===== config.mk =====
export PLATFORM = sky130hd
export DESIGN_NAME = mux_scan_sequencer
export DESIGN_NICKNAME = d
export VERILOG_FILES = /design/src/rtl/mux_scan_pkg.sv /design/src/rtl/mux_scan_sequencer_dwell_timer.sv /design/src/rtl/mux_scan_sequencer.sv
export SDC_FILE = /design/constraint.sdc
export NUM_CORES = 1
export LEC_CHECK = 0
export ABC_AREA = 1
export CAP_MARGIN = 20
export CORE_MARGIN = 4
export CORE_UTILIZATION = 37
export DETAILED_ROUTE_END_ITERATION = 10
export SYNTH_ARGS = -nofsm -noshare
export SYNTH_HDL_FRONTEND = slang
export SYNTH_SLANG_ARGS = --single-unit

===== constraint.sdc =====
create_clock -name clk -period 1.5 [get_ports clk]
set_input_delay 0.225 -clock clk [delete_from_list [all_inputs] [get_ports clk]]
set_output_delay 0.225 -clock clk [all_outputs]
set_load 0.02 [all_outputs]

===== src/rtl/mux_scan_pkg.sv =====
// mux_scan_pkg: shared constants and types for mux_scan_sequencer.
//   NUM_CH / SEL_W   : channel count of the companion 4:1 mux and its select width
//   CNT_W            : dwell counter width (DWELL legal range 1..255)
//   state_e          : scan FSM encoding (ST_IDLE=0, ST_SCAN=1)
//   dwell_load()     : counter reload value for a given dwell time
package mux_scan_pkg;

    localparam int unsigned NUM_CH = 4;
    localparam int unsigned SEL_W  = 2;
    localparam int unsigned CNT_W  = 8;

    typedef enum logic {
        ST_IDLE = 1'b0,
        ST_SCAN = 1'b1
    } state_e;

    // The counter is loaded with DWELL-1 so the capture lands DWELL edges after the load.
    function automatic logic [CNT_W-1:0] dwell_load(input int unsigned dwell);
        return CNT_W'(dwell - 1);
    endfunction

endpackage


===== src/rtl/mux_scan_sequencer_dwell_timer.sv =====
// dwell_timer: loadable down-counter that paces each channel of a scan.
//   clk, rst_n   : clock, asynchronous active-low reset
//   load_i       : load load_val_i (takes priority over dec_i)
//   load_val_i   : value to load
//   dec_i        : decrement by one, saturating at zero
//   zero_c       : counter currently reads zero (combinational from the register)
module dwell_timer
    import mux_scan_pkg::*;
(
    input  logic             clk,
    input  logic             rst_n,
    input  logic             load_i,
    input  logic [CNT_W-1:0] load_val_i,
    input  logic             dec_i,
    output logic             zero_c
);

    logic [CNT_W-1:0] cnt_q;
    logic [CNT_W-1:0] cnt_d;

    // Next count: load wins, otherwise count down and stop at zero.
    always_comb begin
        cnt_d = cnt_q;
        if (load_i) begin
            cnt_d = load_val_i;
        end else if (dec_i && (cnt_q != '0)) begin
            cnt_d = cnt_q - CNT_W'(1);
        end
    end

    always_ff @(posedge clk or negedge rst_n) begin
        if (!rst_n) begin
            cnt_q <= '0;
        end else begin
            cnt_q <= cnt_d;
        end
    end

    assign zero_c = (cnt_q == '0);

endmodule


===== src/rtl/mux_scan_sequencer.sv =====
// mux_scan_sequencer: steps a 4:1 mux select through channels 0..3, holds each
// for DWELL cycles and captures the mux output into a four-entry bank.
//   clk, rst_n : clock, asynchronous active-low reset
//   start      : begin a scan (only looked at while idle)
//   cont       : keep scanning; looked at on each channel-3 capture
//   Y          : mux output, combinational from S
//   S          : mux select
//   Q0..Q3     : captured value per channel
//   busy       : scan in progress
//   done       : one-cycle pulse after channel 3 is captured
//   chg        : per-channel "value changed at last capture" flags
//                (present only when MUX_SCAN_CHANGE_DET_EN is defined)
module mux_scan_sequencer
    import mux_scan_pkg::*;
#(
    parameter int unsigned WIDTH = 8,
    parameter int unsigned DWELL = 4
) (
    input  logic              clk,
    input  logic              rst_n,
    input  logic              start,
    input  logic              cont,
    input  logic [WIDTH-1:0]  Y,
    output logic [SEL_W-1:0]  S,
    output logic [WIDTH-1:0]  Q0,
    output logic [WIDTH-1:0]  Q1,
    output logic [WIDTH-1:0]  Q2,
    output logic [WIDTH-1:0]  Q3,
    output logic              busy,
    output logic              done
`ifdef MUX_SCAN_CHANGE_DET_EN
    ,
    output logic [NUM_CH-1:0] chg
`endif
);

    localparam logic [CNT_W-1:0] DWELL_LD = dwell_load(DWELL);
    localparam logic [SEL_W-1:0] LAST_SEL = SEL_W'(NUM_CH - 1);

    state_e             state_q, state_d;
    logic [SEL_W-1:0]   s_q, s_d;
    logic               busy_q, busy_d;
    logic               done_q, done_d;
    logic [WIDTH-1:0]   cap_q [NUM_CH];
    logic [WIDTH-1:0]   cap_d [NUM_CH];
`ifdef MUX_SCAN_CHANGE_DET_EN
    logic [NUM_CH-1:0]  chg_q, chg_d;
`endif

    logic               tmr_load;
    logic               tmr_dec;
    logic               tmr_zero_c;

    dwell_timer u_dwell_timer (
        .clk        (clk),
        .rst_n      (rst_n),
        .load_i     (tmr_load),
        .load_val_i (DWELL_LD),
        .dec_i      (tmr_dec),
        .zero_c     (tmr_zero_c)
    );

    // Scan FSM next-state, select stepping and capture bank update.
    always_comb begin
        state_d  = state_q;
        s_d      = s_q;
        busy_d   = busy_q;
        done_d   = 1'b0;
        cap_d    = cap_q;
        tmr_load = 1'b0;
        tmr_dec  = 1'b0;
`ifdef MUX_SCAN_CHANGE_DET_EN
        chg_d    = chg_q;
`endif

        case (state_q)
            ST_IDLE: begin
                if (start) begin
                    state_d  = ST_SCAN;
                    s_d      = '0;
                    busy_d   = 1'b1;
                    tmr_load = 1'b1;
                end
            end

            ST_SCAN: begin
                if (!tmr_zero_c) begin
                    tmr_dec = 1'b1;
                end else begin
                    cap_d[s_q] = Y;
`ifdef MUX_SCAN_CHANGE_DET_EN
                    chg_d[s_q] = (Y != cap_q[s_q]);
`endif
                    if (s_q != LAST_SEL) begin
                        s_d      = s_q + SEL_W'(1);
                        tmr_load = 1'b1;
                    end else begin
                        // Last channel: wrap the select explicitly, then either
                        // roll straight into another scan or drop back to idle.
                        done_d = 1'b1;
                        s_d    = '0;
                        if (cont) begin
                            tmr_load = 1'b1;
                        end else begin
                            busy_d  = 1'b0;
                            state_d = ST_IDLE;
                        end
                    end
                end
            end

            default: begin
                state_d = ST_IDLE;
                s_d     = '0;
                busy_d  = 1'b0;
            end
        endcase
    end

    // State and output registers.
    always_ff @(posedge clk or negedge rst_n) begin
        if (!rst_n) begin
            state_q <= ST_IDLE;
            s_q     <= '0;
            busy_q  <= 1'b0;
            done_q  <= 1'b0;
            for (int i = 0; i < int'(NUM_CH); i++) begin
                cap_q[i] <= '0;
            end
`ifdef MUX_SCAN_CHANGE_DET_EN
            chg_q   <= '0;
`endif
        end else begin
            state_q <= state_d;
            s_q     <= s_d;
            busy_q  <= busy_d;
            done_q  <= done_d;
            for (int i = 0; i < int'(NUM_CH); i++) begin
                cap_q[i] <= cap_d[i];
            end
`ifdef MUX_SCAN_CHANGE_DET_EN
            chg_q   <= chg_d;
`endif
        end
    end

    assign S    = s_q;
    assign Q0   = cap_q[0];
    assign Q1   = cap_q[1];
    assign Q2   = cap_q[2];
    assign Q3   = cap_q[3];
    assign busy = busy_q;
    assign done = done_q;
`ifdef MUX_SCAN_CHANGE_DET_EN
    assign chg  = chg_q;
`endif

endmodule


==> run notes, run 1 <==
Flow results.

- Per the summary, power density relative to cell area is 1650 nW/um2.
- The dominant synthesized flop cell is sky130_fd_sc_hd__dfrtp_1.
- The sequential area share after synthesis is 0.560.
- The dominant cell type by area after synthesis is sky130_fd_sc_hd__dfrtp_1.
- The cell at the slowest stage of the critical path is sky130_fd_sc_hd__clkdlybuf4s50_1.
- The synthesized chip area reported by yosys is 2010 um2.
- The critical path goes through clkdlybuf4s50_1.
- The top layer used by detailed routing is met4.
- In the finished design the tool counted flip-flops and latches totalling 45.
- The number of hold buffers added after CTS was 1.
- After the last flow step, the layout net total stands at 297.
- The overall power consumption is ~4.7 mW.
- The post-route cell area is 2830 um2.
- The largest part of the power goes to combinational logic.
- The distinct cell type count after synthesis is 20.
- The tightest min-delay check is of the in -> async type.
- The net count after synthesis is 233.
- Sorting the synthesis cell report by count puts at the top sky130_fd_sc_hd__nand2_1.
- The maximum VDD drop is 869 uV.
- The kind of critical path is reg -> out.
- The CTS root buffer is sky130_fd_sc_hd__clkbuf_8.
- The proportion of layout cells with a drive suffix above 1 is 0.153.
- The count of warning messages emitted by the tools is 30.
- The warning tally printed by Yosys for this design is 0.
- The switching power share of the total is 0.373.
- The signed area change from the synthesized netlist to the final layout is 40.8%.
- Buffers added to address setup during post-CTS repair amount to 0.
- The data arrival time of the critical path is 1.24 ns.
- The fraction of cell area in multi-input combinational cells is reported as 0.277.
- In the synthesized netlist, the cells that appear most often are 56 x sky130_fd_sc_hd__nand2_1, 45 x sky130_fd_sc_hd__dfrtp_1, 27 x sky130_fd_sc_hd__inv_1.
- The share of total power in combinational logic is 0.423.
- The flow ran to the end, and the final reports show no timing, DRC or antenna violations.
- The number of nets still failing antenna checks after routing is 0.
- The die height is around 82 um.
- Looking at the area split, the leading class of cells is flip-flops and latches.
- The routed length on met3 is 191 um.
- Detailed-route iteration 0 reported a violation count of 58.
- Per the synth stats, the proportion of register bits with asynchronous set or reset is 1.00.
- The well tap count is 70.
- The worst setup path is launched from a flip-flop.
- The buffer-and-inverter tally for the worst setup path is 1.
- Summed over all layers, the global routing overflow is 0.
- The length of routed met2 wiring is 2000 um.
- The power of the combinational group is 1.98 mW.
- The detailed placer reported the number of placed instances as ~340.
- The reg2reg setup slack is approximately 0.10 ns.
- The tool flagged a number of max-cap violations equal to 0.
- The power attributed to sequential cells is 1.81 mW.
- Leaving out fill and tap cells, the most frequent cells in the layout are 56 x sky130_fd_sc_hd__nand2_1, 45 x sky130_fd_sc_hd__dfrtp_1, 25 x sky130_fd_sc_hd__inv_1.
- The x dimension of the die is a little over 80 um.
- Each instance of the synthesized netlist takes up on average 9.30 um2.
- The number of synthesized register bits is roughly 45.
- The leakage power is 1.44 nW.
- The number of antenna violations at the first check in global routing is 0.
- The placement-stage worst setup slack is 0.0187 ns.
- Clock tree synthesis inserted a total of 5 buffers.
- The power attributed to the clock group is 890 uW.
- The floorplan row count is 26.
- Entering global routing, the biggest net connects 46 pins.
- The share of power burned in the clock network is 0.190.
- The number of enable flip-flop cells is 0.
- The depth of the worst register-to-register path is 9.
- The shortest clock period the worst path allows after layout is 1.46 ns.
- By area the synthesized netlist is led by sky130_fd_sc_hd__dfrtp_1 56%, sky130_fd_sc_hd__nand2_1 10%, sky130_fd_sc_hd__o21ai_1 6.0%, sky130_fd_sc_hd__inv_1 5.0%, sky130_fd_sc_hd__nand3_1 3.5%.
- The number of inverters outside the clock class in the layout is 28.
- Following the worst setup path forward leads to its endpoint at busy.
- The post-placement cell area is about 2600 um2.
- The logic area is 783 um2.
- Setup repair after global routing could not meet its margin everywhere.
- In this run the cell area of the synthesized design comes to 2010 um2.
- The most common cell after layout, fill and taps aside is sky130_fd_sc_hd__nand2_1.
- Of all nets on the critical path, the largest fanout is 2.
- The gate count after technology mapping is 216.
- The placed wire-length estimate is roughly 3100 um.
- The core utilization at floorplan is 0.388.
- Cell internal power was estimated by the tool at about 3 mW.
- The headroom to the max-slew limit is 0.839.
- The tally of non-filler cells in the final layout is 351.
- The CTS tree is yes.
- Clock tree synthesis found a total of about 45 sinks.
- The synth_stat.txt file lists the number of cells as 216.
- The accumulated negative setup slack is 0 ns.
- The area of the die is approximately 6700 um2.
- The startpoint of the worst-slack reg-to-reg timing path is u_dwell_timer.cnt_q[1].
- The fraction of final cell area spent on clock buffers and inverters in this run is 0.0394.
- In the final routing, the length of wire on met1 measures ~1800 um.
- The layout multi-input combinational cell count is about 140.
- Per the timing report, the achievable frequency comes out to 0.683 GHz.
- The hold slack is 0.430 ns.
- The data required time reported for the critical path is 1.27 ns.
- The share of synthesized area in the top cell type comes to 0.560.
- The clock latency of the later-clocked register in the worst-skew pair is 0.29 ns.
- Of the total power, registers draw 0.386.
- In the final layout, excluding clock buffers the buffer count is 61.
- The number of global-route vias before repair was 1443.
- The ratio of routed vias to standard cells is 4.50.
- The register area is 1130 um2.
- The top-level port count is around 48.
- The final timing report counts setup violations totalling 0.
- Looking at the clock tree report, the maximum root-to-sink buffer count equals 2.
- After clock tree synthesis, the clock-pin slew on the worst setup and hold paths is 0.08 ns.
- The total iterations of the first detailed-routing run is 4.
- The congestion estimate from routability-driven global placement came to 0.831.
- The DRC violation total left in the routed layout is recorded as 0.
- The number of pins with negative max-slew slack in the final report is 0.
- The family with the most delay on the worst path is buffers and inverters.
- The number of clock buffers in the layout is 6.
- For reference, the critical path is launched at busy.
- The maximum level of the CTS H-tree is 2.
- The core footprint is 5170 um2.
- The endpoint kind of the worst setup timing path is an output pin.
- The global-route wire length before repair is 6910 um.
- Clock skew on the completed layout was measured at about 0.0028 ns.
- In this design, the stage delay of the slowest critical-path cell is 0.60 ns.
- Global routing put the most usage on met2.
- Of the available clock period, the critical path in the final layout requires 0.976.
- The final antenna diode tally reported by the flow is 0.
- Port buffering added 47 buffers.
- The layout has 468 filler cells.
- The met1 usage in global routing is 0.188.
- Across all layers, the routed design uses 1581 vias.
- The routing usage on met3 is 0.0307.
- For reference, the final report shows the hold violation count at 0.
run 1: flip-flops by register name (all words and copies together) (netlist names):
register / cells
S: 2
u_dwell_timer.cnt_q: 8
done: 1
Q3: 8
Q1: 8
state_q: 1
busy: 1
Q2: 8
Q0: 8
run 1: kinds of logic (layout without fill, tap and decap cells):
group | Yosys count | in the layout | synth area share
buffers and inverters | 32 | 97 | 0.0772
XOR/XNOR | 2 | 2 | 0.00872
flip-flops | 45 | 45 | 0.560
adder cells (fa/ha/maj) | 5 | 5 | 0.0311
AND-OR/OR-AND | 39 | 39 | 0.112
AND/OR/NAND/NOR | 93 | 93 | 0.210
### The metal 3 layer, run 1

The bar under the picture is 20 um long. Cells faint in the background.
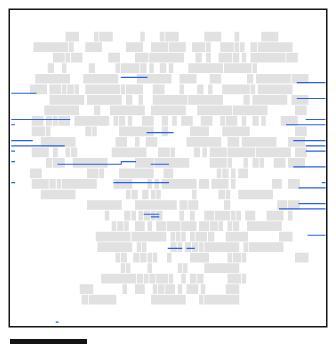
wire length on this layer: 191 um
main direction: horizontal
longest straight run: 16.3 um
share of all routed wire: 4.6%

### Met2 routing, run 1

The bar under the picture is 20 um long. Cells faint in the background.
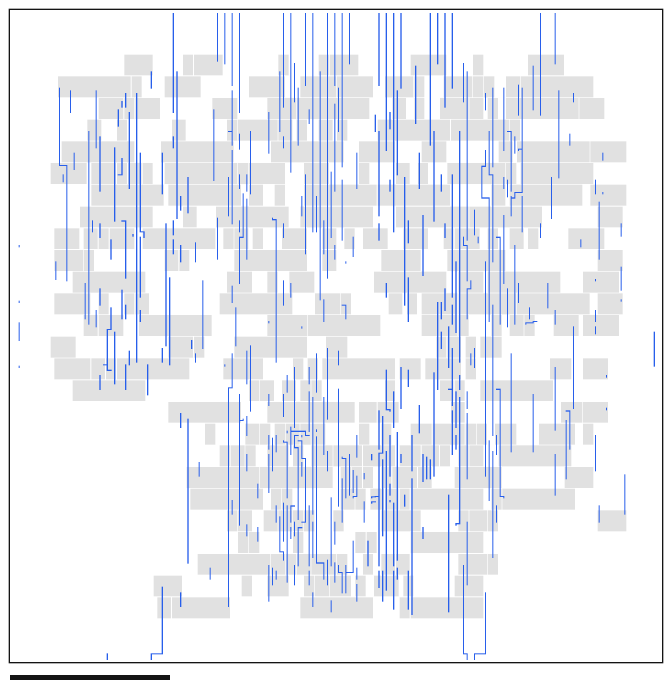
share of all routed wire: 49%
main direction: vertical

### Track usage over the die, run 1

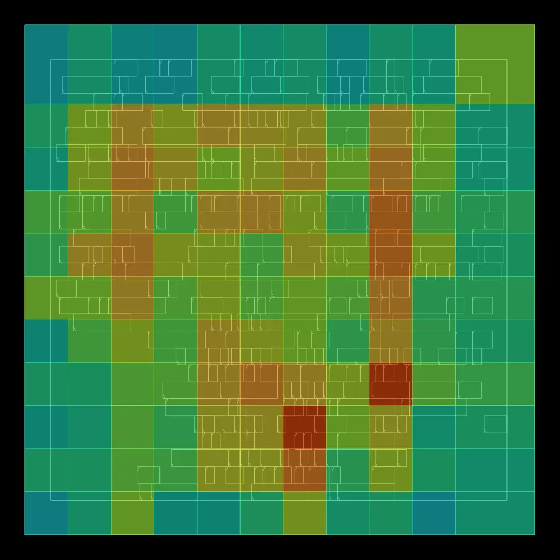
routed wirelength normalized by instance count: 11.7 um
met2 global-route usage: 0.206
final standard cell utilization of the core: 0.547
Global Route Usage Sum: 0.137

==> run 2, diff against run 1 <==
GPL_ROUTABILITY_DRIVEN = 0   (was unset)
### The metal 3 layer, run 2

The bar under the picture is 20 um long. Cells faint in the background.
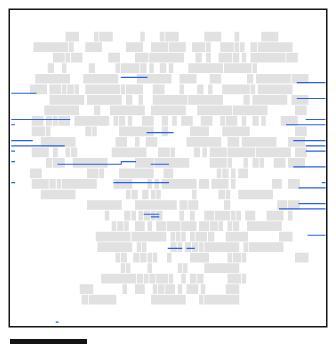
share of all routed wire: 4.6%
wire length on this layer: 191 um
nets with wire on the layer: 26
longest straight run: 16.3 um
main direction: horizontal

### Metal 1, run 2

The bar under the picture is 20 um long.
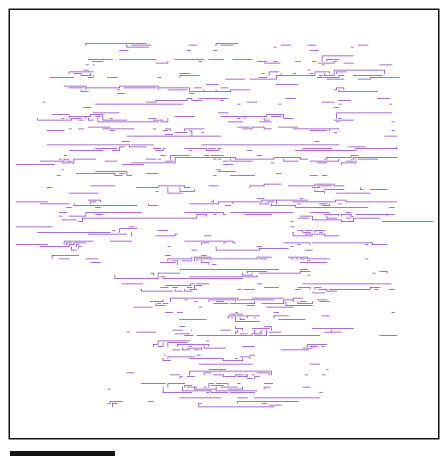
longest straight run: 26.2 um
main direction: horizontal
share of all routed wire: 45%

==> run notes, run 2 <==
Flow results.

- STA lists the startpoint of the worst register-to-register path as u_dwell_timer.cnt_q[1].
- After floorplanning, the core was sized to cover 5170 um2.
- According to the cell report, the number of logic gates is roughly 140.
- The final layout contains a sequential cell count of 45.
- The worst min-delay path class is in -> async.
- The post-route cell area is 2830 um2.
- The final power report lists total power as 4.68 mW.
- The switching portion of total power comes to 0.373.
- The tree is rooted in a sky130_fd_sc_hd__clkbuf_8.
- The later pin in the worst-skew pair is clocked with a latency of between 0.2 and 0.3 ns.
- The clock network area share is 0.0394.
- The wire-length estimate of the detail-placed layout is 3100 um.
- STA shows the worst reg2reg path with a cell count of 9.
- The synthesized chip area reported by yosys is between 2000 and 2500 um2.
- The top-area cell type share of the netlist area is 0.560.
- The logic area is just under 800 um2.
- The wire length on met1 is between 1500 and 2000 um.
- The largest net degree at the start of global routing is 46.
- Pin placement for this block handled approximately 48 I/O pins.
- In the synthesized netlist the dominant register cell turns out to be sky130_fd_sc_hd__dfrtp_1.
- The count of buffers added on input and output ports is 47.
- Dividing the synthesized area by the synthesized cell count gives a little over 9 um2.
- The flow ran to the end, and the final reports show no timing, DRC or antenna violations.
- For this block, the initial DRC count from the detailed router was 58.
- The endpoint kind of the worst setup timing path is an output pin.
- Yosys attributes the largest share of cell area to sky130_fd_sc_hd__dfrtp_1 56%, sky130_fd_sc_hd__nand2_1 10%, sky130_fd_sc_hd__o21ai_1 6.0%, sky130_fd_sc_hd__inv_1 5.0%, sky130_fd_sc_hd__nand3_1 3.5%.
- The cell count after synthesis came out at 216.
- Per the synthesis report, the XOR/XNOR share of the synthesized area is 0.00872.
- Per the finish-stage timing summary, setup violations number 0.
- Timing analysis after detailed placement gives a worst setup slack of 0.0187 ns.
- The clock network consumes a total of 890 uW.
- The layout filler cell count is 468.
- The delay of the slowest critical-path stage is 0.60 ns.
- The total via count in the routed design is 1581.
- The share of power burned in the clock network is 0.190.
- The dominant cell type by area after synthesis is sky130_fd_sc_hd__dfrtp_1.
- The floorplan step records an initial core utilization of 0.388.
- The cell count in the Yosys report is 216.
- The number of pins with negative max-slew slack in the final report is 0.
- The post-synthesis compound-gate area fraction is 0.112.
- According to the report, the first pass of detailed routing completed in 4 iterations.
- The leakage component of the power was reported as 1.44 nW.
- Across the VDD grid, the largest voltage drop is 869 uV.
- The most common logic cells in the final layout are 56 x sky130_fd_sc_hd__nand2_1, 45 x sky130_fd_sc_hd__dfrtp_1, 25 x sky130_fd_sc_hd__inv_1.
- The horizontal die dimension reported for this design is 81.7 um.
- Among all stages on the critical path, the largest delay is contributed by sky130_fd_sc_hd__clkdlybuf4s50_1.
- Counting the buffers created by CTS gives 5.
- The length of routed met2 wiring is about 2000 um.
- After synthesis, the share of cell area in mux cells is 0.
- The finished layout holds about 350 standard cells, fillers aside.
- The floorplan step defined a die boundary enclosing 6670 um2.
- met1 track demand over resource after global routing is 0.188.
- The setup check on the worst reg-to-reg path leaves a slack of 0.10 ns.
- Across the run, the number of max-cap violations was 0.
- The synthesized cell area is around 2000 um2.
- Dividing the detail-routed wire length by the instance count gives 11.7 um.
- The repair_antennas step left the layout with diodes totalling 0.
- In this run the most used layer during global routing was met2.
- The routed design shows a via density per instance of 4.50.
- By count the netlist is led by 56 x sky130_fd_sc_hd__nand2_1, 45 x sky130_fd_sc_hd__dfrtp_1, 27 x sky130_fd_sc_hd__inv_1.
- Summed over all layers, the global routing overflow is 0.
- The signed area change from the synthesized netlist to the final layout is 40.8%.
- The DRC violation total left in the routed layout is recorded as 0.
- The share of total power in sequential cells is 0.386.
- No sink is reached through more buffers than the 2 on the longest clock path.
- The global routing report lists combined usage of all routing layers as 0.137.
==> run 2: cell counts after synthesis <==
No cell type changed its count.
==> run 2: worst max path at each step <==
stage,startpoint,to
2_1_floorplan,u_dwell_timer.cnt_q[0],Q3[7]
3_3_place_gp,u_dwell_timer.cnt_q[0],Q3[3]
3_5_place_dp,u_dwell_timer.cnt_q[0],Q0[2]
4_1_cts,Q3[6],Q3[6]
5_1_grt,u_dwell_timer.cnt_q[0],Q1[1]
6_report,busy,busy
==> run 2: cell families (layout without fill, tap and decap cells) <==
logic type | Yosys count | count (layout)
buffers and inverters | 32 | 97
and+or+nand+nor | 93 | 93
xor gates and xnor gates | 2 | 2
adders and majority gates | 5 | 5
DFF | 45 | 45
AOI/OAI and AO/OA | 39 | 39
Power and IR drop assume default switching activity.
